File: src/rtl/spi_master_ctrl_pkg.sv
// Shared SPI master definitions: frame geometry, R/W encoding, FSM state encoding.
package spi_master_ctrl_pkg;

  localparam int unsigned SPI_ADDR_W  = 7;
  localparam int unsigned SPI_DATA_W  = 8;
  localparam int unsigned SPI_FRAME_W = 16;

  localparam logic SPI_RW_READ  = 1'b1;
  localparam logic SPI_RW_WRITE = 1'b0;

  typedef enum logic [1:0] {
    SPIM_IDLE  = 2'd0,
    SPIM_SETUP = 2'd1,
    SPIM_SHIFT = 2'd2,
    SPIM_HOLD  = 2'd3
  } spim_state_e;

  // Read frames carry zeros in the data slot so mosi stays low while data comes back.
  function automatic logic [SPI_FRAME_W-1:0] spim_frame(
    input logic [SPI_ADDR_W-1:0] addr,
    input logic                  rw,
    input logic [SPI_DATA_W-1:0] wdata
  );
    return {addr, rw, (rw == SPI_RW_READ) ? {SPI_DATA_W{1'b0}} : wdata};
  endfunction

endpackage

File: src/rtl/spi_sclk_gen.sv
// SPI clock generator: half-period counter producing sclk plus rise/fall strobes.
// Strobes are high in the cycle before the edge that changes sclk; idle low when disabled.
module spi_sclk_gen #(
  parameter int unsigned CLK_DIV = 4
) (
  input  logic clk_i,
  input  logic rst_i,
  input  logic en_i,
  output logic sclk_o,
  output logic rise_o,
  output logic fall_o
);

  localparam int unsigned   CW   = $clog2(CLK_DIV) + 1;
  localparam logic [CW-1:0] LAST = CW'(CLK_DIV - 1);

  logic [CW-1:0] cnt_q;
  logic          sclk_q;
  logic          wrap;

  assign wrap   = en_i && (cnt_q == LAST);
  assign rise_o = wrap && !sclk_q;
  assign fall_o = wrap && sclk_q;
  assign sclk_o = sclk_q;

  always_ff @(posedge clk_i) begin
    if (rst_i || !en_i) begin
      cnt_q  <= '0;
      sclk_q <= 1'b0;
    end else if (cnt_q == LAST) begin
      cnt_q  <= '0;
      sclk_q <= ~sclk_q;
    end else begin
      cnt_q <= cnt_q + 1'b1;
    end
  end

endmodule

File: src/rtl/spi_master_ctrl.sv
// Handshake-driven SPI mode-0 master issuing 16-bit {addr,rw,data} frames to the SPI memory.
// Optional debug LEDs enabled by defining SPI_MASTER_DEBUG_LEDS_EN.
module spi_master_ctrl
  import spi_master_ctrl_pkg::*;
#(
  parameter int unsigned CLK_DIV         = 4,
  parameter int unsigned CS_SETUP_CYCLES = 2,
  parameter int unsigned CS_HOLD_CYCLES  = 2
) (
  input  logic                  clk,
  input  logic                  reset,
  input  logic                  req_valid,
  output logic                  req_ready,
  input  logic [SPI_ADDR_W-1:0] req_addr,
  input  logic                  req_rw,
  input  logic [SPI_DATA_W-1:0] req_wdata,
  output logic                  rsp_valid,
  output logic [SPI_DATA_W-1:0] rsp_rdata,
  output logic                  sclk,
  output logic                  cs,
  output logic                  mosi,
  input  logic                  miso,
  output logic [3:0]            leds
);

  localparam int unsigned   PH_MAX     = (CS_SETUP_CYCLES > CS_HOLD_CYCLES) ? CS_SETUP_CYCLES : CS_HOLD_CYCLES;
  localparam int unsigned   PW         = $clog2(PH_MAX) + 1;
  localparam logic [PW-1:0] SETUP_LAST = PW'(CS_SETUP_CYCLES - 1);
  localparam logic [PW-1:0] HOLD_LAST  = PW'(CS_HOLD_CYCLES - 1);

  spim_state_e                  state_q;
  logic                         ready_q, cs_q, mosi_q, rsp_valid_q, rw_q;
  logic [SPI_FRAME_W-2:0]       tx_q;
  logic [SPI_DATA_W-1:0]        rx_q, rdata_q;
  logic [PW-1:0]                phase_q;
  logic [4:0]                   bit_q;
  logic [SPI_FRAME_W-1:0]       frame;
  logic                         rise, fall, hold_done;

  assign frame     = spim_frame(req_addr, req_rw, req_wdata);
  assign hold_done = (state_q == SPIM_HOLD) && (phase_q == HOLD_LAST);

  spi_sclk_gen #(.CLK_DIV(CLK_DIV)) u_sclk_gen (
    .clk_i  (clk),
    .rst_i  (reset),
    .en_i   (state_q == SPIM_SHIFT),
    .sclk_o (sclk),
    .rise_o (rise),
    .fall_o (fall)
  );

  always_ff @(posedge clk) begin
    if (reset) begin
      state_q     <= SPIM_IDLE;
      ready_q     <= 1'b0;
      cs_q        <= 1'b1;
      mosi_q      <= 1'b0;
      rsp_valid_q <= 1'b0;
      rw_q        <= 1'b0;
      tx_q        <= '0;
      rx_q        <= '0;
      rdata_q     <= '0;
      phase_q     <= '0;
      bit_q       <= '0;
    end else begin
      rsp_valid_q <= 1'b0;
      unique case (state_q)
        SPIM_IDLE: begin
          ready_q <= 1'b1;
          cs_q    <= 1'b1;
          mosi_q  <= 1'b0;
          if (req_valid && ready_q) begin
            // MSB goes straight onto mosi; tx_q keeps only the bits still to send.
            tx_q    <= frame[SPI_FRAME_W-2:0];
            mosi_q  <= frame[SPI_FRAME_W-1];
            rw_q    <= req_rw;
            cs_q    <= 1'b0;
            ready_q <= 1'b0;
            phase_q <= '0;
            state_q <= SPIM_SETUP;
          end
        end
        SPIM_SETUP: begin
          if (phase_q == SETUP_LAST) begin
            phase_q <= '0;
            bit_q   <= '0;
            state_q <= SPIM_SHIFT;
          end else begin
            phase_q <= phase_q + 1'b1;
          end
        end
        SPIM_SHIFT: begin
          if (rise) begin
            rx_q <= {rx_q[SPI_DATA_W-2:0], miso};
          end
          if (fall) begin
            bit_q  <= bit_q + 5'd1;
            tx_q   <= {tx_q[SPI_FRAME_W-3:0], 1'b0};
            mosi_q <= tx_q[SPI_FRAME_W-2];
            if (bit_q == 5'd15) begin
              mosi_q  <= 1'b0;
              phase_q <= '0;
              state_q <= SPIM_HOLD;
            end
          end
        end
        SPIM_HOLD: begin
          if (hold_done) begin
            cs_q        <= 1'b1;
            rsp_valid_q <= 1'b1;
            ready_q     <= 1'b1;
            if (rw_q == SPI_RW_READ) rdata_q <= rx_q;
            phase_q     <= '0;
            state_q     <= SPIM_IDLE;
          end else begin
            phase_q <= phase_q + 1'b1;
          end
        end
      endcase
    end
  end

  assign req_ready = ready_q;
  assign cs        = cs_q;
  assign mosi      = mosi_q;
  assign rsp_valid = rsp_valid_q;
  assign rsp_rdata = rdata_q;

`ifdef SPI_MASTER_DEBUG_LEDS_EN
  logic last_rd_q, done_q;

  always_ff @(posedge clk) begin
    if (reset) begin
      last_rd_q <= 1'b0;
      done_q    <= 1'b0;
    end else if (hold_done) begin
      last_rd_q <= rw_q;
      done_q    <= 1'b1;
    end
  end

  assign leds = {done_q, last_rd_q, state_q};
`else
  assign leds = '0;
`endif

endmodule

File: config.mk
export PLATFORM = sky130hd
export DESIGN_NAME = spi_master_ctrl
export DESIGN_NICKNAME = d
export VERILOG_FILES = /design/src/rtl/spi_master_ctrl_pkg.sv /design/src/rtl/spi_sclk_gen.sv /design/src/rtl/spi_master_ctrl.sv
export SDC_FILE = /design/constraint.sdc
export NUM_CORES = 1
export LEC_CHECK = 0
export CORE_ASPECT_RATIO = 0.8
export CORE_MARGIN = 1.5
export CORE_UTILIZATION = 65
export DETAILED_ROUTE_END_ITERATION = 10
export DONT_BUFFER_PORTS = 1
export GPL_TIMING_DRIVEN = 0
export PLACE_DENSITY = 0.81
export SETUP_SLACK_MARGIN = 0.3
export SYNTH_ARGS = -nofsm -noshare
export SYNTH_HDL_FRONTEND = slang
export SYNTH_SLANG_ARGS = --single-unit
File: constraint.sdc
create_clock -name clk -period 3.87 [get_ports clk]
set_input_delay 0.774 -clock clk [delete_from_list [all_inputs] [get_ports clk]]
set_output_delay 0.774 -clock clk [all_outputs]
set_load 0.05 [all_outputs]
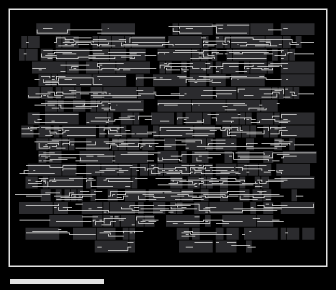
run_1/met1.png
Bar = 20 um. Cells faint in the background.
The longest straight run is 18.4 um. 249 nets have wire on it. The layer holds 46% of the routed length. The wires run mostly horizontal.
vias: 1653
Routed WL: 4277 um
met1 usage: 31.07%

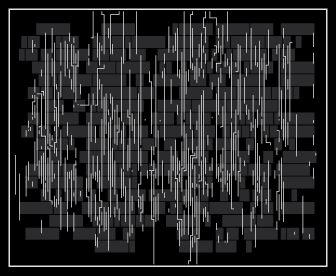
run_1/met2.png
Cells faint in the background.
The longest straight run is 23.0 um. 229 nets have wire on it. The layer holds 45% of the routed length.

==> results.sh, run 1 <==
# physical design summary
export IMPL_maxSlewHeadroom_pct=53.44
export IMPL_overflow=0
export IMPL_ant_nets=0
export IMPL_critPathRequiredTime_ns=4.08
export IMPL_whs_path_depth=2
export IMPL_dieArea_mm2=0.003657
export IMPL_grt_busiest_layer="met2"
export IMPL_synthCells=232
export IMPL_wl_met1_um=1975
export IMPL_yosys_cell_types_count=32
export IMPL_async_flop_share_pct=0
export IMPL_final_common_cell="dfxtp_1"
export IMPL_inv_count=9
export IMPL_p_sw_share_pct=39.06
export IMPL_utilization_pct=73.91
export IMPL_nWellTaps=40
export IMPL_cts_tree="yes"
export IMPL_cpMaxStageDelayCell="dfxtp_1"
export IMPL_fillers=238
export IMPL_ys_area_mm2=0.002146
export IMPL_status="completed"
export IMPL_clockRootBuffer="clkbuf_8"
export IMPL_antenna_found_initial=0
export IMPL_holdCritPathClass="flop to flop"
export IMPL_ys_sh_aoi_pct=17.96
export IMPL_post_cts_buffers=0
export IMPL_port_buffers=0
export IMPL_crit_path_cell_trace="nand2_1 -> a221oi_2 -> a21oi_1 -> a311oi_1"
export IMPL_mux_share_pct=8.921
export IMPL_insertion_delay_ns=0.31
export IMPL_cp_max_fo=6
export IMPL_clk_share_pct=3.922
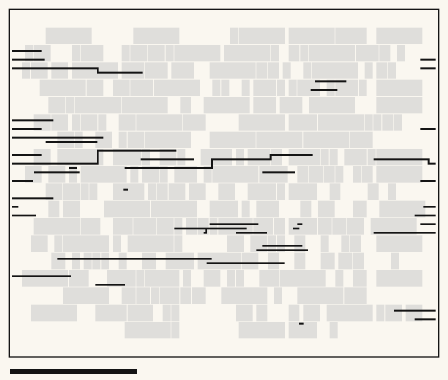
run_1/met3.png
Bar = 20 um. Cells faint in the background.
The layer carries 300 um of wire. The longest straight run is 23.9 um. 38 nets have wire on it.
met3 GRT Util: 8.025%

run_1/registers.png
Other sequential cells in the stronger gray, the rest of the logic in the fainter gray.
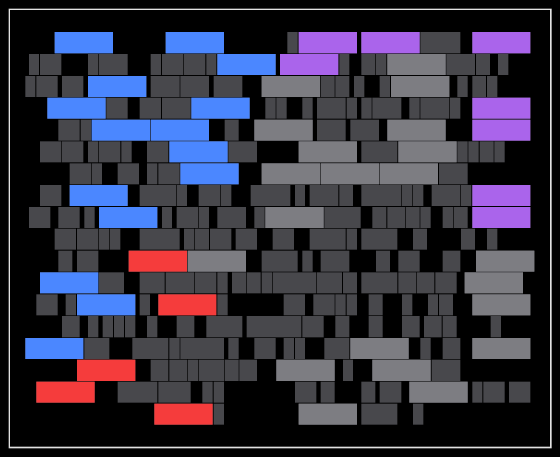

==> run 2: changes to the inputs <==
CORE_UTILIZATION = 62   (was 65)
PLACE_DENSITY = 0.78   (was 0.81)
clock period = 2.1 ns   (was 3.87 ns; I/O delays follow)
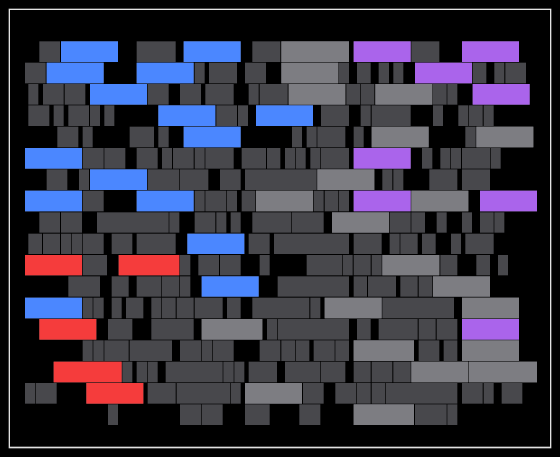
run_2/registers.png
Other sequential cells in the stronger gray, the rest of the logic in the fainter gray.
rsp_rdata: marked purple, flops 8. bit_q: marked red, flops 5. tx_q: marked blue, flops 15.

==> run 2 against run 1 <==
- flip-flop count did not move
- first-iteration DRC count rose to 3.0 times the previous value
- critical path type unchanged
- wire length rose by 17%
- clock power grew 92%
- synthesized cell count unchanged
- largest power group is now combinational cells
- sequential share of layout area down 3.1 points
- power is 110% higher
- die area grew 4.6%
- register-to-register slack worse by 1.6 ns
- largest cell class unchanged
- fmax is 12% higher
==> results.sh, run 2 <==
# physical design summary
export IMPL_cts_tree="yes"
export IMPL_ant_nets=0
export IMPL_critPathMaxStageDelay_ns=0.36
export IMPL_whs_path_depth=2
export IMPL_grt_busiest_layer="met2"
export IMPL_cpMaxStageDelayCell="dfxtp_2"
export IMPL_antenna_found_initial=0
export IMPL_p_sw_share_pct=40.01
export IMPL_met1_usage_pct=34.55
export IMPL_clk_share_pct=3.729
export IMPL_yosys_cell_types_count=32
export IMPL_post_cts_buffers=2
export IMPL_utilization_pct=78.68
export IMPL_overflow=0
export IMPL_dieArea_mm2=0.003825
export IMPL_insertion_delay_ns=0.32
export IMPL_crit_path_cell_trace="ha_4 -> ha_4 -> buf_6 -> a21boi_4 -> buf_6 -> a221oi_4 -> a21oi_2 -> a311oi_1"
export IMPL_ys_area_mm2=0.002146
export IMPL_cp_max_fo=6
export IMPL_inv_count=9
export IMPL_holdWs_ns=0.2485
export IMPL_ys_sh_aoi_pct=17.96
export IMPL_status="completed"
export IMPL_clockRootBuffer="clkbuf_8"
export IMPL_port_buffers=0
export IMPL_holdCritPathClass="input port to flop"
export IMPL_final_common_cell="dfxtp_1"
export IMPL_maxSlewHeadroom_pct=57.44
export IMPL_pg_comb_mw=1.28
export IMPL_async_flop_share_pct=0
export IMPL_wl_met1_um=2112
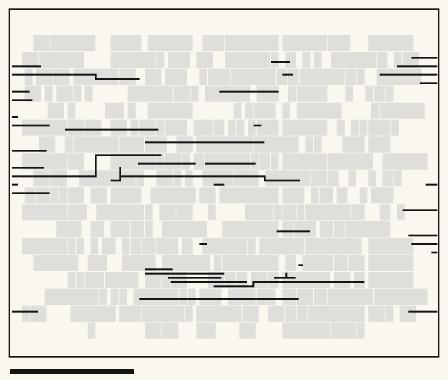
run_2/met3.png
Bar = 20 um. Cells faint in the background.
The layer carries 322 um of wire. The wires run mostly horizontal. 38 nets have wire on it.
met3 GRT Util: 8.097%
vias: 1790
Routed WL: 5016 um

run_2/final_placement.png
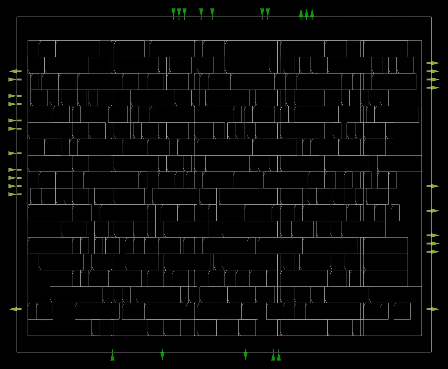

==> run 3: changes to the inputs <==
CORE_ASPECT_RATIO = 0.75   (was 0.8)
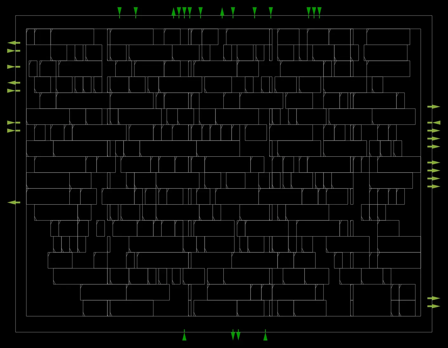
run_3/final_placement.png
number of fill cells: 240
well tap count: 40
Core Area: 0.003288 mm2
Flops: 49

==> run 3 against run 2 <==
- first-iteration DRC count is 76% lower
- clock skew is 0.0096 ns lower
- count of clock-buffer cells in the layout did not move
- design area decreased by 1.1%
- global-route usage fell by 4.3 points
- register-to-register slack better by 0.05 ns
- cell count decreased by 1.4%
- non-clock buffer count decreased by 4
- setup slack better by 0.054 ns
- core utilization down 3.0 points
- critical path type unchanged
- highest routed layer unchanged
==> results.sh, run 3 <==
# physical design summary
export IMPL_drt_total_wl_um=4478
export IMPL_dieArea_mm2=0.003827
export IMPL_clk_share_pct=3.773
export IMPL_overflow=0
export IMPL_grt_busiest_layer="met2"
export IMPL_mux_share_pct=8.921
export IMPL_clockRootBuffer="clkbuf_8"
export IMPL_cts_tree="yes"
export IMPL_port_buffers=0
export IMPL_status="completed"
export IMPL_post_cts_buffers=0
export IMPL_ys_area_mm2=0.002146
export IMPL_maxSlewHeadroom_pct=62.17
export IMPL_wl_met1_um=2024
export IMPL_ys_sh_aoi_pct=17.96
export IMPL_critPathMaxStageDelay_ns=0.38
export IMPL_cpMaxStageDelayCell="dfxtp_4"
export IMPL_async_flop_share_pct=0
export IMPL_insertion_delay_ns=0.30
export IMPL_p_sw_share_pct=39.27
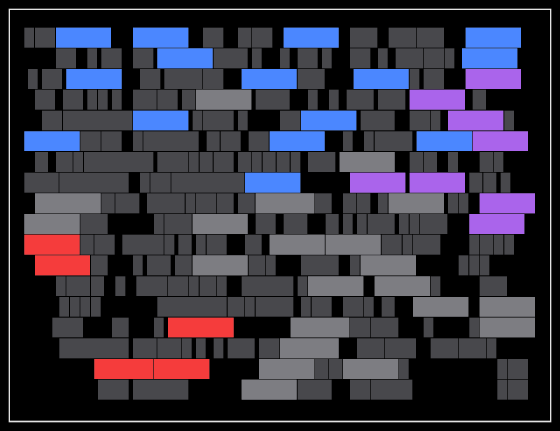
run_3/registers.png
Other sequential cells in the stronger gray, the rest of the logic in the fainter gray.
rsp_rdata: marked purple, flops 8. tx_q: marked blue, flops 15. bit_q: marked red, flops 5, where lower left.
post-layout util: 75.65%
Seq/total area: 39.94%
Reg area: 993.5 um2

No activity file was given, so power comes from the tool's default toggle rates.
